run_1/class_map.png
Bar = 20 µm.
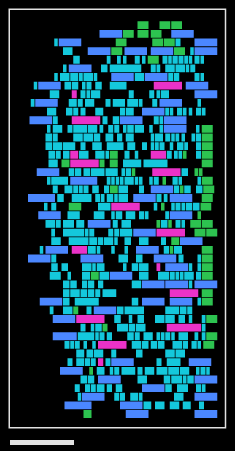
run_1/ff_map.png
Bar = 20 µm. Other sequential cells in the stronger grey, the rest of the logic in the fainter grey.
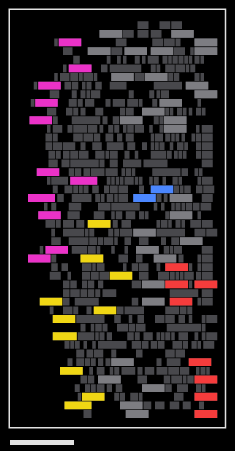
run_1/clock_wires.png
Bar = 20 µm.
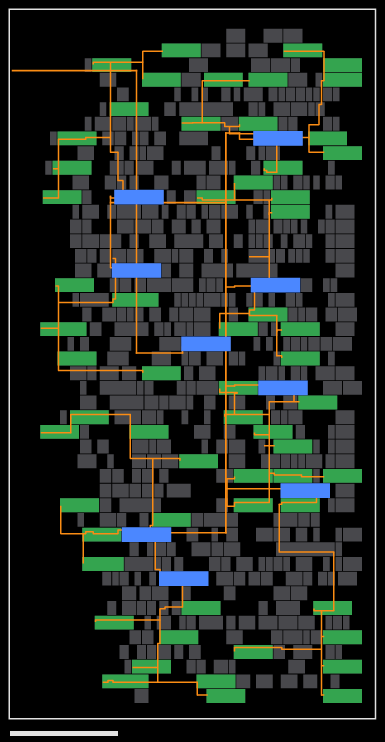
run_1/gates.png
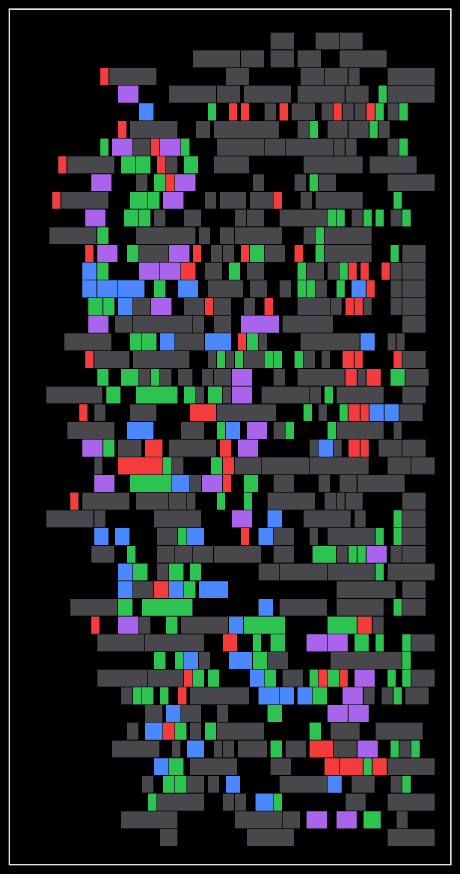
`src/rtl/frame_gen_pkg.sv`:
```
// Shared encodings for the frame stream generator: pattern modes and FSM states.
package frame_gen_pkg;

    localparam int unsigned FRAME_W = 8;
    localparam int unsigned MODE_W  = 2;

    localparam logic [MODE_W-1:0] MODE_CONST = 2'd0;
    localparam logic [MODE_W-1:0] MODE_HRAMP = 2'd1;
    localparam logic [MODE_W-1:0] MODE_VRAMP = 2'd2;
    localparam logic [MODE_W-1:0] MODE_CHECK = 2'd3;

    typedef enum logic {
        IDLE = 1'b0,
        RUN  = 1'b1
    } state_t;

endpackage

```
`src/rtl/pixel_xy_counter.sv`:
```
// Raster position counter: x within a line, y within a frame, 8-bit frame count.
// Holds the coordinates of the beat currently presented downstream.
module pixel_xy_counter
    import frame_gen_pkg::*;
#(
    parameter int unsigned IMG_W = 1280,
    parameter int unsigned IMG_H = 720,
    parameter int unsigned X_W   = $clog2(IMG_W),
    parameter int unsigned Y_W   = $clog2(IMG_H)
) (
    input  logic               Clk,
    input  logic               Rst,
    input  logic               i_advance,
    input  logic               i_clear,
    output logic [X_W-1:0]     o_x,
    output logic [Y_W-1:0]     o_y,
    output logic [FRAME_W-1:0] o_frame,
    output logic               o_end_of_line,
    output logic               o_end_of_frame
);

    logic [X_W-1:0]     r_x;
    logic [Y_W-1:0]     r_y;
    logic [FRAME_W-1:0] r_frame;

    logic               w_eol;
    logic               w_eof;

    assign w_eol = (r_x == X_W'(IMG_W - 1));
    assign w_eof = w_eol && (r_y == Y_W'(IMG_H - 1));

    // Clear wins over advance; x wraps into y, y wraps into the frame count.
    always_ff @(posedge Clk) begin
        if (Rst || i_clear) begin
            r_x     <= '0;
            r_y     <= '0;
            r_frame <= '0;
        end else if (i_advance) begin
            r_x <= w_eol ? '0 : X_W'(r_x + X_W'(1));
            if (w_eol) begin
                r_y <= w_eof ? '0 : Y_W'(r_y + Y_W'(1));
            end
            if (w_eof) begin
                r_frame <= FRAME_W'(r_frame + FRAME_W'(1));
            end
        end
    end

    assign o_x            = r_x;
    assign o_y            = r_y;
    assign o_frame        = r_frame;
    assign o_end_of_line  = w_eol;
    assign o_end_of_frame = w_eof;

endmodule

```
`src/rtl/frame_stream_gen.sv`:
```
// Streaming test-pattern frame source with valid/ready backpressure.
// Optional feature: define FRAME_GEN_SOF_EN to add the Sof_out start-of-frame flag.
module frame_stream_gen
    import frame_gen_pkg::*;
#(
    parameter int unsigned DATA_W = 8,
    parameter int unsigned IMG_W  = 1280,
    parameter int unsigned IMG_H  = 720
) (
    input  logic               Clk,
    input  logic               Rst,
    input  logic               Start,
    input  logic               Stop,
    input  logic [MODE_W-1:0]  Mode,
    input  logic [DATA_W-1:0]  Const_val,
    input  logic [FRAME_W-1:0] Num_frames,
    input  logic               Ready_from_IP,
    output logic               Valid_out,
    output logic [DATA_W-1:0]  Data_out,
    output logic               Last_out,
    output logic               Busy,
`ifdef FRAME_GEN_SOF_EN
    output logic               Frame_done,
    output logic               Sof_out
`else
    output logic               Frame_done
`endif
);

    localparam int unsigned X_W = $clog2(IMG_W);
    localparam int unsigned Y_W = $clog2(IMG_H);

    state_t              r_state,  w_state_nxt;
    logic [MODE_W-1:0]   r_mode,   w_mode_nxt;
    logic [DATA_W-1:0]   r_cval,   w_cval_nxt;
    logic [FRAME_W-1:0]  r_num,    w_num_nxt;
    logic                r_stop,   w_stop_nxt;
    logic                r_valid,  w_valid_nxt;
    logic [DATA_W-1:0]   r_data,   w_data_nxt;
    logic                r_last,   w_last_nxt;
    logic                r_busy,   w_busy_nxt;
    logic                r_done,   w_done_nxt;
`ifdef FRAME_GEN_SOF_EN
    logic                r_sof,    w_sof_nxt;
`endif

    logic [X_W-1:0]      w_x;
    logic [Y_W-1:0]      w_y;
    logic [FRAME_W-1:0]  w_frame;
    logic                w_eol;
    logic                w_eof;
    logic [X_W-1:0]      w_px;
    logic [Y_W-1:0]      w_py;
    logic                w_xfer;
    logic                w_start;
    logic                w_count_hit;
    logic                w_run_end;

    // Pattern value for a given mode, constant and raster position.
    function automatic logic [DATA_W-1:0] f_pattern(
        input logic [MODE_W-1:0] mode,
        input logic [DATA_W-1:0] cval,
        input logic [X_W-1:0]    x,
        input logic [Y_W-1:0]    y
    );
        logic [31:0] w_chk;
        w_chk = (32'(x) >> 3) ^ (32'(y) >> 3);
        case (mode)
            MODE_CONST: f_pattern = cval;
            MODE_HRAMP: f_pattern = DATA_W'(x);
            MODE_VRAMP: f_pattern = DATA_W'(y);
            default:    f_pattern = w_chk[0] ? '1 : '0;
        endcase
    endfunction

    pixel_xy_counter #(
        .IMG_W (IMG_W),
        .IMG_H (IMG_H),
        .X_W   (X_W),
        .Y_W   (Y_W)
    ) u_xy (
        .Clk            (Clk),
        .Rst            (Rst),
        .i_advance      (w_xfer),
        .i_clear        (w_start || w_run_end),
        .o_x            (w_x),
        .o_y            (w_y),
        .o_frame        (w_frame),
        .o_end_of_line  (w_eol),
        .o_end_of_frame (w_eof)
    );

    // Position of the beat that follows the one currently presented.
    assign w_px = w_eol ? '0 : X_W'(w_x + X_W'(1));
    assign w_py = w_eol ? (w_eof ? '0 : Y_W'(w_y + Y_W'(1))) : w_y;

    assign w_xfer      = r_valid && Ready_from_IP;
    assign w_start     = (r_state == IDLE) && Start;
    assign w_count_hit = (r_num != '0) && (FRAME_W'(w_frame + FRAME_W'(1)) == r_num);
    // A Stop arriving with the frame-end transfer still ends this frame.
    assign w_run_end   = (r_state == RUN) && w_xfer && w_eof
                         && (w_count_hit || r_stop || Stop);

    // Next-state and registered-output logic.
    always_comb begin
        w_state_nxt = r_state;
        w_mode_nxt  = r_mode;
        w_cval_nxt  = r_cval;
        w_num_nxt   = r_num;
        w_stop_nxt  = r_stop;
        w_valid_nxt = r_valid;
        w_data_nxt  = r_data;
        w_last_nxt  = r_last;
        w_done_nxt  = 1'b0;
`ifdef FRAME_GEN_SOF_EN
        w_sof_nxt   = r_sof;
`endif
        case (r_state)
            IDLE: begin
                if (Start) begin
                    w_state_nxt = RUN;
                    w_mode_nxt  = Mode;
                    w_cval_nxt  = Const_val;
                    w_num_nxt   = Num_frames;
                    w_valid_nxt = 1'b1;
                    w_data_nxt  = f_pattern(Mode, Const_val, '0, '0);
                    w_last_nxt  = 1'b0;
`ifdef FRAME_GEN_SOF_EN
                    w_sof_nxt   = 1'b1;
`endif
                end
            end
            RUN: begin
                if (Stop) begin
                    w_stop_nxt = 1'b1;
                end
                if (w_run_end) begin
                    w_state_nxt = IDLE;
                    w_stop_nxt  = 1'b0;
                    w_valid_nxt = 1'b0;
                    w_data_nxt  = '0;
                    w_last_nxt  = 1'b0;
                    w_done_nxt  = 1'b1;
`ifdef FRAME_GEN_SOF_EN
                    w_sof_nxt   = 1'b0;
`endif
                end else if (w_xfer) begin
                    w_data_nxt = f_pattern(r_mode, r_cval, w_px, w_py);
                    w_last_nxt = (w_px == X_W'(IMG_W - 1)) && (w_py == Y_W'(IMG_H - 1));
`ifdef FRAME_GEN_SOF_EN
                    w_sof_nxt  = (w_px == '0) && (w_py == '0);
`endif
                end
            end
            default: begin
                w_state_nxt = IDLE;
            end
        endcase
        w_busy_nxt = (w_state_nxt == RUN);
    end

    // State, latched configuration and output registers.
    always_ff @(posedge Clk) begin
        if (Rst) begin
            r_state <= IDLE;
            r_mode  <= '0;
            r_cval  <= '0;
            r_num   <= '0;
            r_stop  <= 1'b0;
            r_valid <= 1'b0;
            r_data  <= '0;
            r_last  <= 1'b0;
            r_busy  <= 1'b0;
            r_done  <= 1'b0;
`ifdef FRAME_GEN_SOF_EN
            r_sof   <= 1'b0;
`endif
        end else begin
            r_state <= w_state_nxt;
            r_mode  <= w_mode_nxt;
            r_cval  <= w_cval_nxt;
            r_num   <= w_num_nxt;
            r_stop  <= w_stop_nxt;
            r_valid <= w_valid_nxt;
            r_data  <= w_data_nxt;
            r_last  <= w_last_nxt;
            r_busy  <= w_busy_nxt;
            r_done  <= w_done_nxt;
`ifdef FRAME_GEN_SOF_EN
            r_sof   <= w_sof_nxt;
`endif
        end
    end

    assign Valid_out  = r_valid;
    assign Data_out   = r_data;
    assign Last_out   = r_last;
    assign Busy       = r_busy;
    assign Frame_done = r_done;
`ifdef FRAME_GEN_SOF_EN
    assign Sof_out    = r_sof;
`endif

endmodule

```
`config.mk`:
```
export PLATFORM = sky130hd
export DESIGN_NAME = frame_stream_gen
export DESIGN_NICKNAME = d
export VERILOG_FILES = /design/src/rtl/frame_gen_pkg.sv /design/src/rtl/pixel_xy_counter.sv /design/src/rtl/frame_stream_gen.sv
export SDC_FILE = /design/constraint.sdc
export NUM_CORES = 1
export LEC_CHECK = 0
export CAP_MARGIN = 15
export CORE_ASPECT_RATIO = 2
export CORE_MARGIN = 2
export CORE_UTILIZATION = 45
export DETAILED_ROUTE_END_ITERATION = 10
export GPL_TIMING_DRIVEN = 0
export PLACE_DENSITY = 0.7
export SYNTH_ARGS = -nofsm -noshare
export SYNTH_HDL_FRONTEND = slang
export SYNTH_HIERARCHICAL = 1
export SYNTH_SLANG_ARGS = --single-unit
```
`constraint.sdc`:
```
create_clock -name Clk -period 2.95 [get_ports Clk]
set_input_delay 0.59 -clock Clk [delete_from_list [all_inputs] [get_ports Clk]]
set_output_delay 0.59 -clock Clk [all_outputs]
set_load 0.02 [all_outputs]
```
==> out/qor.csv, run 1 <==
metric;value;unit
status;finished, final reports clean;
I/O pin cnt;35;
Top cell excl fill/tap;nand2_1;
Synth-to-Final Area Change;23.3;%
FP Rows;46;
Die W;67.6;µm
Diodes inserted;0;
Slew @ Worst Pin;0.672;ns
wl on met1;4050;µm
largest net degree at the start of global routing;14;
clock sinks;60;
Final Setup Violations;0;
H-tree level count;3;
Max-Cap Viols;0;
Root Buffer;clkbuf_16;
RR Startpoint;u_xy/o_x[0];
leakage power total;1.55;nW
Post-Syn Area;3640;µm²
crit path kind;reg -> reg;
min-delay src;r_cval[6];
GR Util All Layers;0.247;
CTS Buf Count;9;
clk slew on worst S/H paths;0.05;ns
placed cells;591;
Setup TNS Final;0;ns
final worst-path cycle share;0.943;
Yosys reg bits;60;
cell count after synthesis;461;
design area;4490;µm²
CTS Buffer Depth;2;
worst vdd ir;0.270;mV
routed length on met2;5810;µm
final worst-path setup slack;0.167;ns
Mean Syn Cell Area;7.90;µm²
worst setup path startpoint;u_xy/o_x[0];
Async SR Flop Fraction;0;
Synth area leader;dfxtp_1;
synth top area cells;dfxtp_1 (33%), a21oi_1 (6.9%), nand2_1 (6.7%), nand3_1 (4.4%), nor2_1 (4.2%);
hold path endpoint;r_cval[6];
final non-filler cell total;610;
Most common reg cell;dfxtp_1;
Via-to-Cell Ratio;6.16;
Fmax;359;MHz
met3 WL;415;µm
max incr delay on CP;0.56;ns
total congestion overflow;0;
crit path DRT;3.18;ns
Pwr per Cell Area;478;nW/µm²
CP arrival;3.01;ns
Crit Path Max Fanout;13;
Reg2Reg Depth;11;
dpl hpwl;7870;µm
hold path depth;2;
worst hold slack;0.464;ns
initial DRC count;320;
RR Endpoint;Data_out[6];
CTS tree;yes;
DR top layer;met4;
routed wire length;10700;µm
post-place setup slack;-0.891;ns
CP startpoint kind;flop;
length of the first detailed-routing pass in iterations;5;
Post-DRT Antenna Nets;0;
Slew headroom;0.549;
WL per Instance;17.5;µm
placed cell area;4100;µm²
DRC viols;0;
Die ar.;8880;µm²
layout cells sized above 1;0.113;
unrepaired setup endpoints after global routing;false;
initial antenna violation count;0;
Crit-path slowest cell;or4_4;
vias in the first global route;3593;
ys cells;461;
About class_map.png:
Key: clock drivers and dummy loads = magenta [cells 16, share of their area 7.0%]; sequential cells = blue [cells 60, share of their area 28%]; remaining logic cells = cyan [cells 381, share of their area 55%]; remaining buffers and delay cells = green [cells 57, share of their area 11%]

About ff_map.png:
Key: r_num = red [sequential cells 8, where lower right]; r_mode = blue [sequential cells 2]; u_xy/o_y = yellow [sequential cells 10]; u_xy/o_x = magenta [sequential cells 11]
final core occ: 0.570
Seq/total area: 0.270
Power Sequential: 857 µW
register area: 1210 µm²

About clock_wires.png:
Key: clock-net drivers = blue [count 9]; flip-flops = green [count 60]; clock wires = orange [length 845 µm]
Position of the flops: spread over the die. There are 10 routed clock nets.
Power Clock: 1.06 mW
clk latency late pin: 0.32 ns
Clk network pwr share: 0.493
Clock Skew: 0.00381 ns

About gates.png:
Key: nor cells = red [cells 59, where spread over the die]; and/or cells = blue [cells 41]; xor and xnor cells = purple [cells 33]; nand cells = green [cells 124, where spread over the die]

-- run 1: kinds of logic after synthesis --
logic type | count (synthesis) | share of synthesized area
compound gates | 108 | 0.200
xor+xnor | 33 | 0.0814
fa+ha+maj | 6 | 0.0206
buf+inv | 27 | 0.0316
flops | 60 | 0.330
mux | 3 | 0.00859
simple gates | 224 | 0.328
-- run 1: where the power goes --
part	total (mW)	internal (mW)	switching [mW]	leakage, nW
clock	1.06	0.696	0.363	0.149
combinational	0.232	0.100	0.131	0.908
sequential	0.857	0.836	0.0216	0.491
total	2.15	1.63	0.516	1.55
-- run 1: final cells by class --
class | instances | area, µm²
Fill cell | 748 | 3390
Multi-Input combinational cell | 374 | 2360
Sequential cell | 60 | 1210
Timing Repair Buffer | 38 | 370
Clock buffer | 12 | 256
Tap cell | 96 | 120
Buffer | 19 | 93.8
Clock inverter | 4 | 47.5
Inverter | 7 | 26.3
-- run 1: state kept, by name, summed over array words and instances (netlist names) --
register	count
Last_out	1
u_xy/o_frame	8
Frame_done	1
Busy	1
r_mode	2
Valid_out	1
r_num	8
r_stop	1
u_xy/o_y	10
u_xy/o_x	11
r_cval	8
Data_out	8
-- run 1: worst max path at each step --
stage                 endpoint  slack, ns  depth (start not counted)
3_5_place_dp       u_xy/o_y[2]      -0.89                         13
3_3_place_gp       u_xy/o_x[6]      -0.79                         13
6_report           Data_out[6]       0.17                         11
5_1_grt        u_xy/o_frame[6]      0.009                         13
2_1_floorplan      u_xy/o_x[6]       0.10                         13
4_1_cts               Last_out      0.006                         11
-- run 1: synth_stat cells (all sizes together) (5+ instances only) --
cell type and instances:
a21oi 50, and2 6, and3 10, buf 6, clkbuf 14, dfxtp 60
ha 6, inv 7, nand2 66, nand3 34, nand4 17, nor2 41
nor3 7, nor4 5, o21ai 13, o311ai 5, o31ai 5, or3 9
or4 6, xnor2 15, xor2 18
-- run 1: timing repair --
action | CTS | global route
setup endpoints to repair | 38 | 28
resized | 11 | 14
hold buffers | 0 | 0
setup buffers | 1 | 3
pin swaps | 1 | 1
-- run 1: critical path: cells and delay by family, from the launching register on --
| family | cells | cell delay [ns] |
|---|---|---|
| AOI/OAI and AO/OA | 2 | 0.51 |
| xor gates and xnor gates | 1 | 0.17 |
| adders and majority gates | 1 | 0.23 |
| DFF | 1 | 0.41 |
| buffers and inverters | 3 | 0.38 |
| and+or+nand+nor | 4 | 0.97 |
-- run 1: metal layers --
layer  up-vias  global-route usage
met5         -                   0
met4         0               0.135
met3        30              0.0428
met2       119               0.448
met1      1816               0.249
li1       1795                   -
## Run 2: what changed since run 1
CORE_UTILIZATION = 40   (was 45)
PLACE_DENSITY = 0.61   (was 0.7)
clock period = 2.87 ns   (was 2.95 ns; I/O delays follow)
run_2/clock_wires.png
Bar = 20 µm.
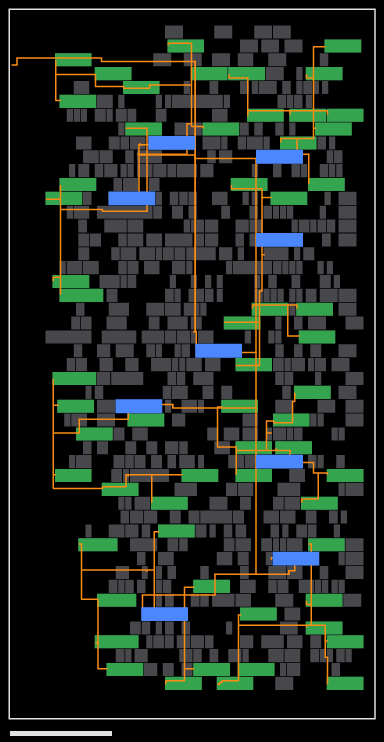
Key: clock wires = orange [length 910 µm]; flip-flops = green [count 60]; clock-net drivers = blue [count 9]
Position of the flops: spread over the die. There are 10 routed clock nets.
Power Clock: 1.09 mW
Clock Skew: 0.00567 ns
clk latency late pin: 0.33 ns
Clk network pwr share: 0.492

run_2/class_map.png
Bar = 20 µm.
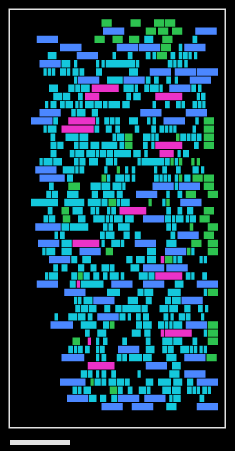
Key: sequential cells = blue [cells 60, share of their area 28%]; clock drivers and dummy loads = magenta [cells 16, share of their area 6.8%]; remaining buffers and delay cells = green [cells 59, share of their area 11%]; remaining logic cells = cyan [cells 381, share of their area 55%]

==> out/qor.csv, run 2 <==
metric;value;unit;change
Fmax;364;MHz;+1.4%
Yosys reg bits;60;;unchanged
syn_nets;490;;
Synth-to-Final Area Change;24.1;%;
crit path kind;reg -> reg;;
max FFs per register;11;;unchanged
CP startpoint kind;flop;;
largest net degree at the start of global routing;14;;unchanged
Slew headroom;0.584;;+0.0350
Pwr per Cell Area;488;nW/µm²;+2.1%
total congestion overflow;0;;unchanged
routed wire length;10900;µm;+1.8%
worst hold slack;0.473;ns;+0.00891 ns
crit path DRT;3.10;ns;-0.08 ns
CP arrival;2.98;ns;-0.03 ns
initial DRC count;148;;-54%
CTS tree;yes;;
Crit Path Max Fanout;10;;-3
layout cells sized above 1;0.116;;+0.00344
hold path endpoint;r_cval[5];;
FP Rows;49;;+6.5%
Most common reg cell;dfxtp_1;;
dpl hpwl;8270;µm;+5.2%
vias in the first global route;3674;;+2.3%
Top cell excl fill/tap;nand2_1;;
register share after synthesis;0.330;;
CTS Buf Count;9;;unchanged
placed cells;597;;+1.0%
Filler cells;880;;+18%
synth top area cells;dfxtp_1 (33%), a21oi_1 (6.9%), nand2_1 (6.7%), nand3_1 (4.4%), nor2_1 (4.2%);;
clock sinks;60;;unchanged
count leader, synth;nand2_1;;
Slew @ Worst Pin;0.622;ns;-0.0497 ns
Reg2Reg Depth;10;;-1
Via-to-Cell Ratio;5.92;;-3.9%
RR Startpoint;u_xy/o_x[5];;
GR Util All Layers;0.225;;-0.0223
worst vdd ir;0.298;mV;+10%
Diodes inserted;0;;unchanged
cell count after synthesis;461;;unchanged
Post-DRT Antenna Nets;0;;unchanged
RR Endpoint;Data_out[6];;
Async SR Flop Fraction;0;;unchanged
CTS Hold Buffers Added;0;;unchanged
Max-Cap Viols;0;;unchanged
CTS Buffer Depth;2;;unchanged
I/O pin cnt;35;;unchanged
initial antenna violation count;0;;unchanged
clk slew on worst S/H paths;0.05;ns;about the same
Mean Syn Cell Area;7.90;µm²;unchanged
leakage power total;1.55;nW;+0.38%
ys cells;461;;unchanged
DRC viols;0;;unchanged
Post-Syn Area;3640;µm²;unchanged
final non-filler cell total;618;;+1.3%
Synth area leader;dfxtp_1;;
via count;3660;;
hold path depth;2;;unchanged
Die ar.;9930;µm²;+12%
Die W;71.5;µm;+5.7%
H-tree level count;3;;unchanged
min-delay src;r_cval[5];;
status;finished, final reports clean;;
length of the first detailed-routing pass in iterations;6;;+1
Port Buffers;34;;
WL per Instance;17.6;µm;+0.46%
final worst-path cycle share;0.956;;+0.0129
Final Setup Violations;0;;unchanged
Post-synth top cells;nand2_1 (65), dfxtp_1 (60), a21oi_1 (50);;
Root Buffer;clkbuf_16;;
[run 2: worst max path at each step]
stage           startpoint  cells past startpoint         endpoint
6_report       u_xy/o_x[5]                     10      Data_out[6]
5_1_grt        u_xy/o_x[1]                     11      Data_out[6]
4_1_cts        u_xy/o_y[0]                     13  u_xy/o_frame[4]
3_5_place_dp   u_xy/o_x[0]                     13      u_xy/o_y[8]
3_3_place_gp   u_xy/o_x[0]                     13      u_xy/o_x[6]
2_1_floorplan  u_xy/o_x[0]                     13      u_xy/o_x[6]
[run 2: cell families (layout without fill, tap and decap cells)]
logic type                 Yosys count  after routing  synth area share
and+or+nand+nor                    224            224             0.328
AOI/OAI and AO/OA                  108            108             0.200
DFF                                 60             60             0.330
xor gates and xnor gates            33             33            0.0814
buffers and inverters               27             82            0.0316
adders and majority gates            6              6            0.0206
muxes                                3              3           0.00859
[run 2: layer usage]
metal / share of wire / up-vias / track usage
li1: - / 1806 / -
met1: 0.38 / 1762 / 0.218
met2: 0.56 / 64 / 0.425
met3: 0.029 / 28 / 0.0472
met4: 0.031 / 0 / 0.114
met5: 0 / - / 0
[run 2: report_power, final]
group	total [mW]	switching, mW	internal, mW
Combinational	0.240	0.135	0.105
Clock	1.09	0.366	0.720
Sequential	0.882	0.0225	0.860
[run 2: critical path, cell delays in order (launching register included)]
cell and delay (ns):
dfxtp_1 0.52, and4_1 0.26, buf_4 0.18, nand3_2 0.15, inv_2 0.12, inv_2 0.07
or4_4 0.57, nand2_2 0.10, xor2_2 0.17, o211ai_4 0.16, a2111oi_4 0.36
[run 2: per-stage QoR]
| step | cell area (µm²) | TNS, ns | setup slack (ns) | util | power, mW |
|---|---|---|---|---|---|
| after global placement | 4110 | -23.05 | -0.938 | 0.459 | 1.13 |
| final | 4520 | 0 | 0.125 | 0.505 | 2.21 |
| after global routing | 4520 | -0.00424 | -0.00424 | 0.505 | 2.30 |
| after detailed placement | 4110 | -24.05 | -0.988 | 0.459 | 1.14 |
| after CTS | 4470 | 0 | 0.0107 | 0.499 | 2.22 |
| after floorplan | 3640 | 0 | 0.0204 | - | 1.03 |
[run 2: area by class of cell]
cell class | instances | area [µm²] | area share
Timing Repair Buffer | 40 | 385 | 0.0852
Buffer | 19 | 93.8 | 0.0208
Multi-Input combinational cell | 374 | 2370 | 0.525
Inverter | 7 | 26.3 | 0.00581
Clock buffer | 15 | 268 | 0.0592
Tap cell | 102 | 128 | 0.0282
Clock inverter | 1 | 30.0 | 0.00664
Sequential cell | 60 | 1210 | 0.269
[run 2: what timing repair did]
item	in CTS	in global routing
gates cloned	0	0
setup buffers	2	4
pin swaps	2	2
setup endpoints to repair	38	34
gates resized	20	8
## Run 3: what changed since run 2
SLEW_MARGIN = 20   (was not set)
run_3/clock_wires.png
Bar = 20 µm.
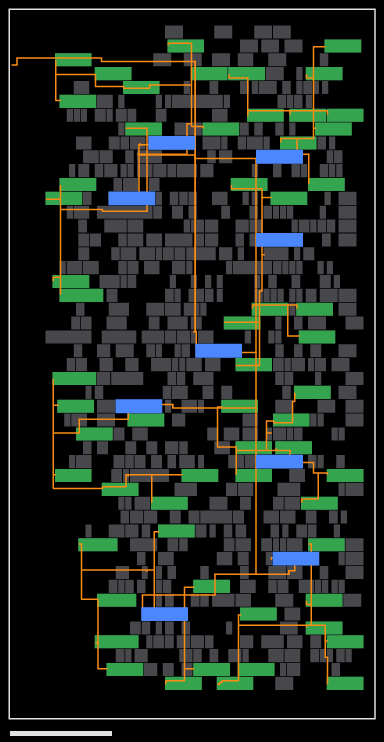
Key: clock wires = orange [length 910 µm]; flip-flops = green [count 60]; clock-net drivers = blue [count 9]
Position of the flops: spread over the die.

run_3/ff_map.png
Bar = 20 µm. Other sequential cells in the stronger grey, the rest of the logic in the fainter grey.
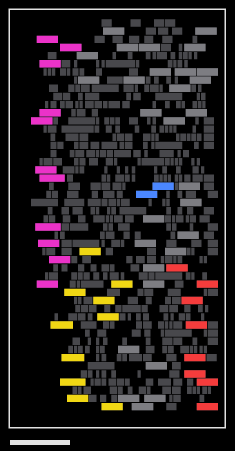
Key: r_mode = blue [sequential cells 2]; u_xy/o_y = yellow [sequential cells 10]; r_num = red [sequential cells 8, where lower right]; u_xy/o_x = magenta [sequential cells 11]
register area: 1210 µm²
Seq/total area: 0.269
final core occ: 0.505
Power Sequential: 882 µW

==> out/qor.csv, run 3 <==
metric;value;unit;change
total power;2.21;mW;unchanged
cell count after synthesis;461;;unchanged
syn_nets;490;;unchanged
Die Height;139;µm;
Port Buffers;34;;unchanged
max FFs per register;11;;unchanged
status;finished, final reports clean;;
via count;3660;;unchanged
Post-synth top cells;nand2_1 (65), dfxtp_1 (60), a21oi_1 (50);;
GR Util All Layers;0.225;;unchanged
Synth area leader;dfxtp_1;;
vias in the first global route;3674;;unchanged
crit path kind;reg -> reg;;
initial antenna violation count;0;;unchanged
Filler cells;880;;unchanged
placed cells;597;;unchanged
Post-Syn Area;3640;µm²;unchanged
leakage power total;1.55;nW;unchanged
Die ar.;9930;µm²;unchanged
clk latency late pin;0.33;ns;about the same
Mean Syn Cell Area;7.90;µm²;unchanged
Async SR Flop Fraction;0;;unchanged
CTS Buffer Depth;2;;unchanged
Root Buffer;clkbuf_16;;
CP arrival;2.98;ns;about the same
count leader, synth;nand2_1;;
DRC viols;0;;unchanged
ys cells;461;;unchanged
Yosys reg bits;60;;unchanged
clk slew on worst S/H paths;0.05;ns;about the same
final worst-path cycle share;0.956;;unchanged
Final Setup Violations;0;;unchanged
Pre-Place Util;0.407;;
largest net degree at the start of global routing;14;;unchanged
register share after synthesis;0.330;;unchanged
FP Rows;49;;unchanged
total congestion overflow;0;;unchanged
CTS tree;yes;;
Slew @ Worst Pin;0.622;ns;unchanged
Crit Path Max Fanout;10;;unchanged
Most common reg cell;dfxtp_1;;
routed wire length;10900;µm;unchanged
synth top area cells;dfxtp_1 (33%), a21oi_1 (6.9%), nand2_1 (6.7%), nand3_1 (4.4%), nor2_1 (4.2%);;
Synth-to-Final Area Change;24.1;%;unchanged
crit path DRT;3.10;ns;about the same
Top cell excl fill/tap;nand2_1;;
CP startpoint kind;flop;;
H-tree level count;3;;unchanged
CTS Buf Count;9;;unchanged
dpl hpwl;8270;µm;unchanged
Clock Skew;0.00567;ns;unchanged
initial DRC count;148;;unchanged
final non-filler cell total;618;;unchanged
layout cells sized above 1;0.116;;unchanged
WL per Instance;17.6;µm;unchanged
clock sinks;60;;unchanged
length of the first detailed-routing pass in iterations;6;;unchanged
I/O pin cnt;35;;unchanged
Slew headroom;0.584;;unchanged
Post-DRT Antenna Nets;0;;unchanged
Fmax;364;MHz;unchanged
run 3: cell counts after synthesis:
No cell type changed its count.
run 3: report_power, final:
group	leakage (nW)	internal [mW]	switching, mW
clock	0.144	0.720	0.366
sequential	0.492	0.860	0.0225
combinational	0.917	0.105	0.135
total	1.55	1.68	0.523
run 3: timing repair:
action	in CTS	in global routing
gates resized	20	8
buffers inserted	2	4
pin swaps	2	2
endpoints found under the setup margin	38	34
hold buffers	0	0
run 3: kinds of logic after synthesis:
logic type      Yosys count  synth area share
simple gates            224             0.328
compound gates          108             0.200
flops                    60             0.330
xor+xnor                 33            0.0814
buf+inv                  27            0.0316
fa+ha+maj                 6            0.0206
mux                       3           0.00859
run 3: cell type report:
cell class	instances	area, µm²	area share
Buffer	19	93.8	0.0208
Clock buffer	15	268	0.0592
Clock inverter	1	30.0	0.00664
Inverter	7	26.3	0.00581
Multi-Input combinational cell	374	2370	0.525
Sequential cell	60	1210	0.269
Tap cell	102	128	0.0282
Timing Repair Buffer	40	385	0.0852
run 3: metrics by stage:
stage,hold slack [ns],TNS [ns],cell area (µm²),utilization,setup WS [ns]
finish,0.473,0,4520,0.505,0.125
global route,0.496,-0.00424,4520,0.505,-0.00424
CTS,0.476,0,4470,0.499,0.0107
detailed placement,0.465,-24.05,4110,0.459,-0.988
global placement,0.461,-23.05,4110,0.459,-0.938
floorplan,0.434,0,3640,-,0.0204
run 3: worst max-delay path: stages (launching register included):
cell and delay, ns:
dfxtp_1 0.52, and4_1 0.26, buf_4 0.18, nand3_2 0.15, inv_2 0.12, inv_2 0.07
or4_4 0.57, nand2_2 0.10, xor2_2 0.17, o211ai_4 0.16, a2111oi_4 0.36
run 3: worst paths after layout:
| check | end | cells past startpoint | from |
|---|---|---|---|
| min reg2reg | r_cval[5] | 2 | r_cval[5] |
| max reg2reg | Data_out[6] | 10 | u_xy/o_x[5] |
| max | Data_out[6] | 10 | u_xy/o_x[5] |
| min | r_cval[5] | 2 | r_cval[5] |
run 3: metal layers:
layer	vias up	wire length, µm	global-route usage
li1	1806	-	-
met1	1762	4090	0.218
met2	64	6140	0.425
met3	28	312	0.0472
met4	0	340	0.114
met5	-	0	0
No activity file was given, so power comes from the tool's default toggle rates.
